### The metal 1 layer

Supply wires on this layer in gray.
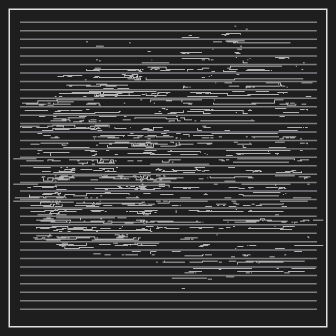
### Metal 2

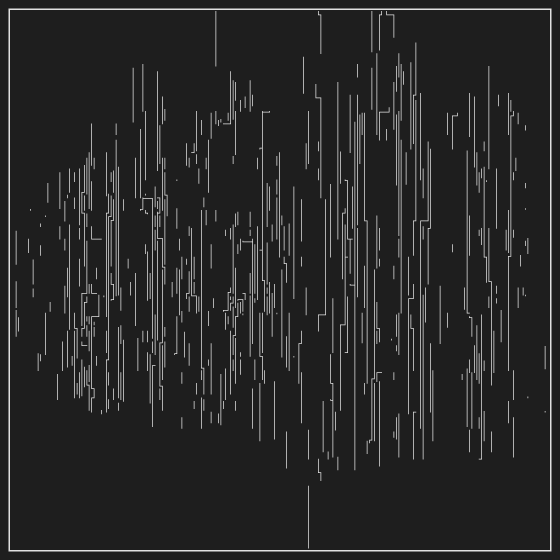
### Metal 3

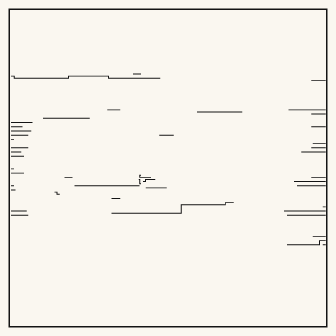
### Wire density map

The bar under the picture is 20 um long. The die is cut into 20 by 20 equal tiles; dark purple is low, yellow is high, scaled to the fullest tile. Values are wire area over tile area, all layers added.
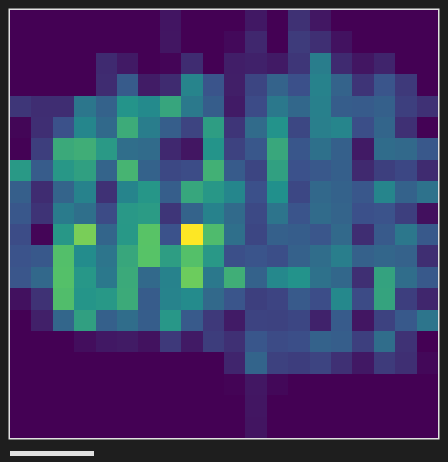
Design instr_prefetch_queue, sky130hd; sources not shown.
==> qor.txt <==
largest net degree at the start of global routing: 17
Post-synth seq share: 59.70%
Synth cell types: 43
Worst Setup Path Type: flip-flop to flip-flop
Cell Area, Placed: 3835 sq um
P_comb: 925 uW
htree depth: 3
pwr dens: 733.4 nW/um^2
Synth Flop Type: edfxtp_1
Critical Path Stages: 10
Yosys top cell by instances: edfxtp_1
Syn-to-layout area delta: 26.70%
crit-path max FO: 2
Slew HR: 60.47%
post-synth top area cell: edfxtp_1
drt first pass iters: 4
Synth Cell Area: 3219 sq um
Worst Path Required: 2.87 ns
Post-synth area hogs: edfxtp_1 (45%), dfxtp_1 (15%), mux4_2 (8.4%)
io pins: 37
Final Hold Vio Count: 0
floorplan utilization: 36.38%
Clock Power Share: 26.5%
post-synthesis cell count: 238
Root Buffer: clkbuf_8
vias in the first global route: 2010
outcome: completed
power share of the sequential group: 42.6%
TritonCTS clock tree: built
Worst-Skew Late Latency: 0.34 ns
clk pwr: 791 uW
Comb power frac: 30.9%
commonest cells in the netlist: edfxtp_1 (48), dfxtp_1 (24), inv_1 (17)
post-CTS resize count: 1
Ys Warns: 0
Port Buffers: 36
CP max stage cell: fa_2
Core Util, Final: 46.10%
Synth flops: 72
Net Sw Frac: 32.57%
CTS clk-pin slew, worst paths: 0.08 ns
first-pass GRT wire length: 9791 um
family with the most delay on the worst path: adder cells
final instance area: 4079 sq um
Worst Hold Class: flip-flop to flip-flop
share of the synthesized area in the top cell type: 44.77%
share of layout cells above drive strength 1: 25.41%
Log Warnings: 31
CTS Buffer Depth: 2
FF-to-FF path depth: 10
Filler cells: 826
die width: 101.9 um
clock tree sinks: 72
# Cells Yosys: 238
DRC viols: 0
total gr overflow: 0
Ant. Diodes: 0
vias per cell: 4.973
crit share post-route: 96.71%
Max VDD drop: 0.2963 mV
asr flop ratio synth: 0%
Worst Setup End Kind: flip-flop
YS chip area: 3219 sq um
Worst-Margin Slew: 0.5884 ns
Seq. pwr: 1.28 mW
Int Power: 2.017 mW
Achievable Freq: 369.3 MHz
R2R Setup Slk: 0.09 ns
Bufs and invs on worst path: 1
RSZ-0062 raised after global routing: true
Net Count, Synth: 274
Die ar.: 10380 sq um
hold buffer count at CTS: 0
Inserted Clock Buffers: 9
First DRT Iteration DRCs: 55
max reg flops: 32
crit start category: flip-flop
Placeable Area: 8848 sq um
number of enable flip-flop cells: 48
crit-path cells: ha_4 -> nor4b_4 -> nand3_1 -> ha_1 -> inv_1 -> ha_2 -> fa_2 -> xor2_1 -> o21ai_1 -> mux2_2
Layout Nets: 334
Finished Layout Cells: 411
max-cap violation count: 0
Psw: 974.3 uW
Leakage: 1.527 nW
RePlAce Congestion: 0.7505
# rows: 34
Notes on 'The metal 1 layer' above:
wire length on this layer: 2690 um
longest straight run: 36.8 um
grt met1 use: 14.78%
via count: 2044

Notes on 'Metal 2' above:
wire length on this layer: 3050 um
longest straight run: 65.6 um
DRT Wirelength: 6117 um
M2 GR Usage: 21.53%

Notes on 'Metal 3' above:
share of all routed wire: 5.5%
nets with wire on the layer: 41
GR Util met3: 4.573%

Notes on 'Wire density map' above:
tiles over half the peak: 12%
fullest tile: 0.43
nearly empty tiles: 30%
emptiest ninth of the die: bottom left
mean over tiles: 0.093
GRT Total Usage: 12.36%
routed len/inst: 14.88 um

## placed cells by master (no fill, tap or decap), types with 6 or more instances in the layout
cell | netlist | layout
nor2b_1 | 14 | 14
a21oi_1 | 6 | 6
o21ai_0 | 7 | 6
dfxtp_1 | 24 | 22
inv_1 | 17 | 17
clkdlybuf4s50_1 | 0 | 21
edfxtp_1 | 48 | 48
nand3_1 | 8 | 8
ha_1 | 16 | 13
nor2_1 | 12 | 12
mux4_2 | 12 | 12
buf_4 | 0 | 35
clkbuf_8 | 0 | 9
## cell families after synthesis
| logic type | synth area share [%] |
|---|---|
| adder cells (fa/ha/maj) | 7.462 |
| multiplexers | 9.056 |
| AND-OR/OR-AND | 6.607 |
| buffers and inverters | 3.187 |
| AND/OR/NAND/NOR | 11.81 |
| XOR/XNOR | 2.177 |
| flip-flops | 59.70 |
## final cells by class
class	instances	area [sq um]	area share, %
Timing Repair Buffer	59	525.5	12.88
Clock buffer	9	123.9	3.037
Tap cell	108	135.1	3.313
Clock inverter	7	71.32	1.748
Inverter	17	63.81	1.564
Multi-Input combinational cell	139	1235	30.28
Sequential cell	72	1924	47.18
## metal layers
layer / vias up / track usage, % / share of wire (%)
met3: 4 / 4.573 / 5.5
met5: - / 0 / 0
met2: 59 / 21.53 / 50
li1: 1009 / - / -
met4: 0 / 2.523 / 0.75
met1: 972 / 14.78 / 44
## per-stage QoR
stage / power, mW / setup WS (ns) / TNS, ns / hold slack (ns)
3_3_place_gp: 2.188 / -0.3496 / -0.5086 / 0.3159
5_1_grt: 3.169 / -0.01847 / -0.01847 / 0.3713
6_report: 2.991 / 0.09221 / 0 / 0.3467
2_1_floorplan: 1.877 / -0.05785 / -0.05785 / 0.3337
3_5_place_dp: 2.199 / -0.3926 / -0.5839 / 0.3187
4_1_cts: 3.016 / 0.01350 / 0 / 0.3529
Power figures rest on the tool's default switching activity, not on a simulated workload.
